### src/rtl/instruction_fetch_unit.sv
// RV64I fetch stage: owns the PC, issues in-order word reads to instruction memory,
// buffers returned words and presents {pc, instr} to decode over valid/ready.
module instruction_fetch_unit #(
  parameter logic [63:0] RESET_PC   = 64'h0,
  parameter int          FIFO_DEPTH = 2
) (
  input  logic        clk,
  input  logic        rst,
  output logic        imem_req_valid,
  input  logic        imem_req_ready,
  output logic [63:0] imem_req_addr,
  input  logic        imem_resp_valid,
  input  logic [31:0] imem_resp_data,
  input  logic        redirect_valid,
  input  logic [63:0] redirect_pc,
  output logic        id_valid,
  input  logic        id_ready,
  output logic [63:0] id_pc,
  output logic [31:0] id_instr
);

  // state | meaning
  // RUN   | normal fetch; requests issued while credit is available
  // FLUSH | after a redirect, discarding stale responses until drop reaches 0

  localparam int            AW       = (FIFO_DEPTH > 1) ? $clog2(FIFO_DEPTH) : 1;
  localparam int            CW       = $clog2(FIFO_DEPTH + 1);
  localparam int            CW1      = CW + 1;
  localparam logic [AW-1:0] LAST_IDX = AW'(FIFO_DEPTH - 1);
  localparam logic [CW:0]   DEPTH_C  = CW1'(FIFO_DEPTH);
  localparam logic [CW-1:0] FULL_C   = CW'(FIFO_DEPTH);

  typedef enum logic {RUN = 1'b0, FLUSH = 1'b1} state_t;

  state_t        state, state_n;
  logic [63:0]   pc;
  logic [CW-1:0] outstanding, outstanding_n;
  logic [CW-1:0] drop, drop_n;
  logic [CW-1:0] fifo_count, fifo_count_n;
  logic [AW-1:0] rq_wr, rq_rd, fq_wr, fq_rd;
  logic [63:0]   rq_mem   [FIFO_DEPTH];
  logic [63:0]   fq_pc    [FIFO_DEPTH];
  logic [31:0]   fq_instr [FIFO_DEPTH];
  logic          fire, pop, resp_keep, resp_drop;
  logic [CW:0]   occupancy;

  function automatic logic [AW-1:0] ptr_inc(input logic [AW-1:0] p);
    return (p == LAST_IDX) ? '0 : p + AW'(1);
  endfunction

  assign id_valid      = (fifo_count != '0);
  assign id_pc         = id_valid ? fq_pc[fq_rd]    : 64'h0;
  assign id_instr      = id_valid ? fq_instr[fq_rd] : 32'h0;
  assign imem_req_addr = pc;

  // A redirect overrides the decode handshake and discards any same-cycle response.
  assign pop       = id_valid && id_ready && !redirect_valid && !rst;
  assign resp_keep = imem_resp_valid && (drop == '0) && !redirect_valid && !rst;
  assign resp_drop = imem_resp_valid && (drop != '0) && !redirect_valid && !rst;

  // An entry leaving to decode this cycle frees its slot for a request this cycle,
  // which is what sustains one instruction per cycle with a 2-entry buffer.
  assign occupancy = {1'b0, outstanding} + {1'b0, fifo_count} - {{CW{1'b0}}, pop};

  assign imem_req_valid = !rst && !redirect_valid && (state == RUN) && (occupancy < DEPTH_C);
  assign fire           = imem_req_valid && imem_req_ready;

  always_comb begin
    state_n       = state;
    drop_n        = drop;
    outstanding_n = outstanding + CW'(fire) - CW'(imem_resp_valid);
    fifo_count_n  = fifo_count + CW'(resp_keep) - CW'(pop);
    if (redirect_valid) begin
      fifo_count_n = '0;
      drop_n       = outstanding_n;
      state_n      = (outstanding_n != '0) ? FLUSH : RUN;
    end else begin
      drop_n = drop - CW'(resp_drop);
      if (state == FLUSH && drop_n == '0) begin
        state_n = RUN;
      end
    end
  end

  always_ff @(posedge clk) begin
    if (rst) begin
      state       <= RUN;
      pc          <= RESET_PC;
      outstanding <= '0;
      drop        <= '0;
      fifo_count  <= '0;
      rq_wr       <= '0;
      rq_rd       <= '0;
      fq_wr       <= '0;
      fq_rd       <= '0;
    end else begin
      state       <= state_n;
      outstanding <= outstanding_n;
      drop        <= drop_n;
      fifo_count  <= fifo_count_n;
      if (redirect_valid) begin
        pc    <= redirect_pc & ~64'd3;
        rq_wr <= '0;
        rq_rd <= '0;
        fq_wr <= '0;
        fq_rd <= '0;
      end else begin
        if (fire) begin
          pc    <= pc + 64'd4;
          rq_wr <= ptr_inc(rq_wr);
        end
        if (resp_keep) begin
          rq_rd <= ptr_inc(rq_rd);
          fq_wr <= ptr_inc(fq_wr);
        end
        if (pop) begin
          fq_rd <= ptr_inc(fq_rd);
        end
      end
    end
  end

  always_ff @(posedge clk) begin
    if (fire) begin
      rq_mem[rq_wr] <= pc;
    end
    if (resp_keep) begin
      fq_pc[fq_wr]    <= rq_mem[rq_rd];
      fq_instr[fq_wr] <= imem_resp_data;
    end
  end

  always_ff @(posedge clk) begin
    if (!rst) begin
      assert (!(imem_resp_valid && outstanding == '0));
      assert (!(resp_keep && fifo_count == FULL_C && !pop));
    end
  end

endmodule
### config.mk
export PLATFORM = sky130hd
export DESIGN_NAME = instruction_fetch_unit
export DESIGN_NICKNAME = d
export VERILOG_FILES = /design/src/rtl/instruction_fetch_unit.sv
export SDC_FILE = /design/constraint.sdc
export NUM_CORES = 1
export LEC_CHECK = 0
export CORE_MARGIN = 3
export CORE_UTILIZATION = 48
export CTS_CLUSTER_SIZE = 8
export DETAILED_ROUTE_END_ITERATION = 7
export GPL_TIMING_DRIVEN = 0
export PLACE_DENSITY = 0.76
export SLEW_MARGIN = 40
export SYNTH_ARGS = -nofsm -noshare
export SYNTH_HDL_FRONTEND = slang
export SYNTH_SLANG_ARGS = --single-unit
### constraint.sdc
create_clock -name clk -period 6.4 [get_ports clk]
set_input_delay 0.96 -clock clk [delete_from_list [all_inputs] [get_ports clk]]
set_output_delay 0.96 -clock clk [all_outputs]
set_load 0.01 [all_outputs]
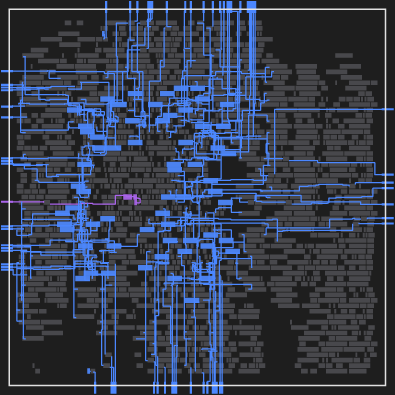
*Wires at chosen ports, followed through buffers, run 1*
Drawn at 2 px/um.
port	color	bits	direction	edge	end cells	buffers	wire
imem_req_addr	blue	64	output	22 top, 18 bottom, 17 left, 7 right	64	64	6,750 um
imem_resp_valid	purple	1	input	left	3	1	72.9 um
Ports: 264
port bufs: 257

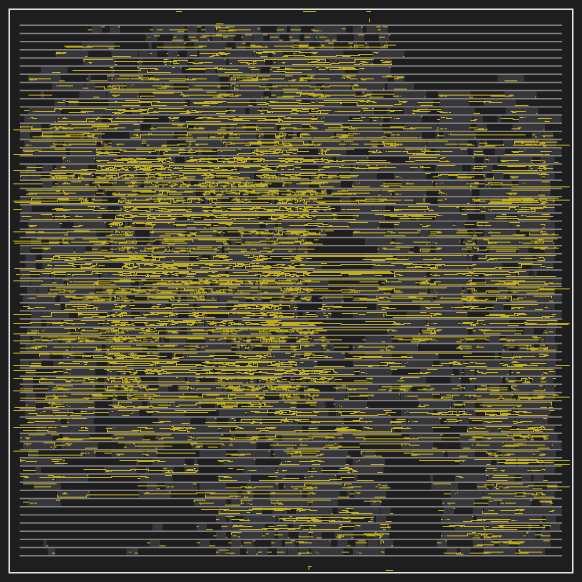
*The metal 1 layer, run 1*
Drawn at 3 px/um. Supply wires on this layer in gray.
wire length on this layer	16,400 um
share of all routed wire	39%
longest straight run	55.2 um
final WL: 42,030 um
M1 GR Usage: 29.12%

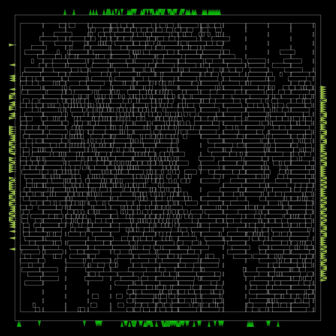
*Placement view, run 1*
fill cell count: 2,317
fin util: 65.46%
core area: 31,960 um^2
num rows: 65

==> results.yml, run 1 <==
# flow metrics
setup_path:
  path_class: "primary input to register"
  rr_startpoint: "fifo_count[0]"
  critPathSlowestCell: "buf_1"
  critPathLaunch: "rst"
  path_cells: "clkdlybuf4s50_1, or2_1, buf_2, nor2_1, ha_1, nand2b_1, fa_1, xnor2_1, nor4_4, inv_2, buf_2, clkbuf_1, buf_1, ha_1, inv_1, ha_1, xor2_1, xnor2_1, and2_1, a211oi_1"
  worst_setup_path_start_kind: "primary input"
  cp.buffers_inverters: 7
  max_stage_delay_ns: 0.64
power_and_ir_drop:
  cellLeakagePower_nw: 6.744
logic_synthesis:
  synth_flop_count: 387
  common_cells: "edfxtp_1 (312), nor2_1 (146), mux2i_1 (95), dfxtp_1 (75), mux2_2 (67)"
  ys_async_sr_fraction_pct: 0
  mux_share_pct: 10.80
  ys_seq_share_pct: 68.87
  top_cell: "edfxtp_1"
  yosys_cells: 1148
  synth-edff-count: 312
  ys_sh_xor_pct: 2.053
  netlist_area_um2: 15780
  simple_gate_share_pct: 10.30
  synth_area_per_cell_um2: 13.75
  ys_types: 50
  top_area_share_pct: 59.36
  ff_type: "edfxtp_1"
  yosys.stat.chipArea_um2: 15780
  synthTopCellsByArea: "edfxtp_1 (59%), dfxtp_1 (9.5%), mux2i_1 (6.0%), mux2_2 (4.8%), nor2_1 (3.5%)"
  adder_share_pct: 0.7610
global_routing:
  grt_pass1_vias: 11017
  grt_max_degree: 25
  grt_usage_pct: 23.33
  antenna_found_initial: 1
  gr-total-overflow: 0
  grt_first_pass_wirelength_um: 63380
timing:
  rsz0062_at_grt: "no"
  period_needed_ns: 5.866
  period_used_pct: 91.66
  relSlewSlack_pct: 47.10
  tns_ns: 0
  whs_ns: 0.5280
  worstMarginPinSlew_ns: 0.7870
  report.final.slew_viol_count: 0
  setup_ws_ns: 0.5337
  fmax_mhz: 170.5
  skew_ns: 0.02063
cells_and_area:
  comb_area_um2: 4609
  seq-cell-share_pct: 51.95
  sh_comb_area_pct: 22.03
  clk_share_pct: 7.552
  diodes: 1
  largestRegisters: "fq_pc: 124 flops, rq_mem: 124 flops, fq_instr: 64 flops"
  final_cell_area_um2: 20920
  inverters_excl_clock: 20
  largest_class: "sequential cells"
  logic_gate_count: 679
  flop-count: 387
  final_cells: 1964
  lay_top_count: "edfxtp_1"
  drive_gt1_share_pct: 10.99
  buffer_area_share_pct: 15.49
detailed_routing:
  ant_nets: 0
  detail_route.wirelength.met1_um: 16410
  drtPass1Iterations: 6
  wl_met3_um: 3627
  avgViaCountPerCell: 5.572
  wl_per_cell_um: 21.40
  drtIter0Drc: 1095
  highest-signal-layer: "met4"
run:
  cap_viol_max_count: 0
  warning_count: 28
clocking:
  path_clk_slew_ns: 0.05
  root_buffer: "clkbuf_16"
  clockBufferDepth: 3
  cts.sinks: 387
  hold_buffers: 0
  cts_max_level: 2
floorplan:
  dieArea_um2: 35090
  tap_cells: 435
  die_x_um: 187.3
  fp_util_pct: 49.38
worst_hold_path:
  hold_class: "register to register"
run_status:
  status: "finished clean"
placement:
  placed_area_um2: 19340
  hpwlAfterDp_um: 29610
-- run 1: layer usage --
metal  global-route usage [%]  vias to the layer above
met5                        0                        -
met4                    10.79                        0
met3                    5.416                      118
met2                    38.75                      533
met1                    29.12                     5306
li1                         -                     4986
-- run 1: power breakdown --
group	switching [W]	leakage, nW	internal [W]
combinational	0.000222	2.54	0.000214
sequential	0.0000686	3.46	0.00280
clock	0.00101	0.748	0.00161
-- run 1: tightest hold or removal path, cell delays in order, from the launching register on --
cell and delay, ns:
dfxtp_1 0.33, xor2_1 0.08, nor2_1 0.08
-- run 1: path summary, 6_finish.rpt --
kind	to	cells after the start
max	drop[1]	20
min	rq_rd	2
min reg2reg	rq_rd	2
max reg2reg	drop[1]	20
==> run 1 -> run 2 <==
CORE_UTILIZATION = 50   (was 48)
CTS_BUF_LIST = sky130_fd_sc_hd__clkbuf_8   (was not set)
PLACE_DENSITY = 0.79   (was 0.76)
==> results.yml, run 2 <==
# flow metrics
clocking:
  root_buffer: "clkbuf_8"
  hold_buffers: 0
  cts.sinks: 387
  path_clk_slew_ns: 0.06
  clockBufferDepth: 3
global_routing:
  antenna_found_initial: 0
  use_met3_pct: 5.698
  grt_max_degree: 35
  grt_use_met2_pct: 39.35
  grt_usage_pct: 23.79
  gr-total-overflow: 0
  grt_pass1_vias: 11026
placement:
  placed_area_um2: 19240
  portBuffers: 257
  hpwlAfterDp_um: 28850
cells_and_area:
  clk_share_pct: 5.396
  inverters_excl_clock: 20
  logic_gate_count: 679
  drive_gt1_share_pct: 11.49
  lay_top_count: "edfxtp_1"
  comb_area_um2: 4609
  largestRegisters: "fq_pc: 124 flops, rq_mem: 124 flops, fq_instr: 64 flops"
  final_cells: 1936
  flop-count: 387
  buffer_area_share_pct: 15.68
logic_synthesis:
  ys_types: 50
  synth_flop_count: 387
  synth_area_per_cell_um2: 13.75
  mux_share_pct: 10.80
  yosys_cells: 1148
  ff_type: "edfxtp_1"
  synth-edff-count: 312
  ys_sh_xor_pct: 2.053
  top_area_share_pct: 59.36
  simple_gate_share_pct: 10.30
  yosys.stat.chipArea_um2: 15780
timing:
  rsz0062_at_grt: "no"
  relSlewSlack_pct: 45.37
  period_needed_ns: 5.699
  skew_ns: 0.02467
  setup_ws_ns: 0.7006
  period_used_pct: 89.05
  report.final.slew_viol_count: 0
  tns_ns: 0
  whs_ns: 0.5230
worst_hold_path:
  holdPathEnd: "rq_rd"
  whs_path_depth: 2
detailed_routing:
  ant_nets: 0
  drtPass1Iterations: 8
  wl_met3_um: 3868
  highest-signal-layer: "met4"
setup_path:
  r2r_end: "drop[1]"
  worstSetupEndpoint: "drop[1]"
  path_cells: "clkdlybuf4s50_1, or2_1, buf_2, nor2_1, ha_1, nand2b_1, fa_1, xnor2_1, nor4_4, inv_2, buf_2, clkbuf_1, buf_1, ha_1, inv_1, ha_1, xor2_1, xnor2_1, and2_1, a211oi_1"
  reg2reg_depth: 20
  path_class: "primary input to register"
  critPathLaunch: "rst"
run:
  warning_count: 28
power_and_ir_drop:
  cellLeakagePower_nw: 6.679
floorplan:
  die_x_um: 183.7
  fp_util_pct: 51.20
  pin_count: 264
run_status:
  status: "finished clean"
[run 2: cell types whose count changed in the layout (fill, tap and decap cells not counted), sizes merged]
cell,change
inv,+39
clkbuf,-33
clkinv,+6
buf,-1
clkinvlp,+1
diode,-1
[run 2: worst max-delay path: cells and delay by family]
kind / cells / cell delay (ns)
XOR/XNOR: 3 / 0.67
buffers and inverters: 7 / 2.27
adder cells (fa/ha/maj): 4 / 1.13
AND-OR/OR-AND: 1 / 0.22
AND/OR/NAND/NOR: 5 / 0.92
[run 2: where the power goes]
group	internal [W]	switching, W	total [W]
clock	0.000940	0.000919	0.00186
sequential	0.00280	0.0000687	0.00287
combinational	0.000212	0.000220	0.000431
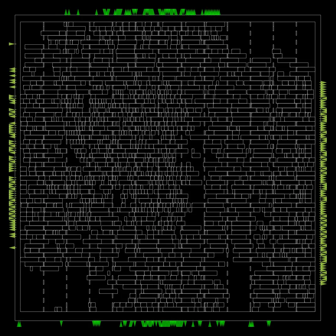
*Placement view, run 2*
sequential share of cell area: 53.45%
core area: 30,830 um^2
num rows: 64
fill cell count: 2,237

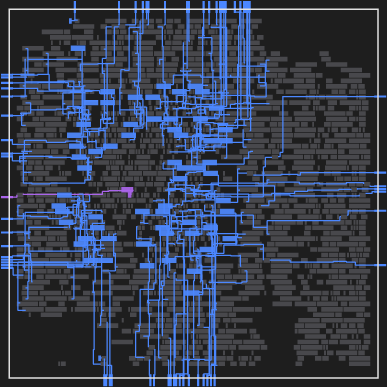
*Wires at chosen ports, followed through buffers, run 2*
Drawn at 2 px/um.
port	color	bits	direction	edge	end cells	buffers	wire
imem_req_addr	blue	64	output	22 top, 18 bottom, 17 left, 7 right	64	64	6,650 um
imem_resp_valid	purple	1	input	left	3	1	63.7 um

Power and IR drop assume default switching activity.
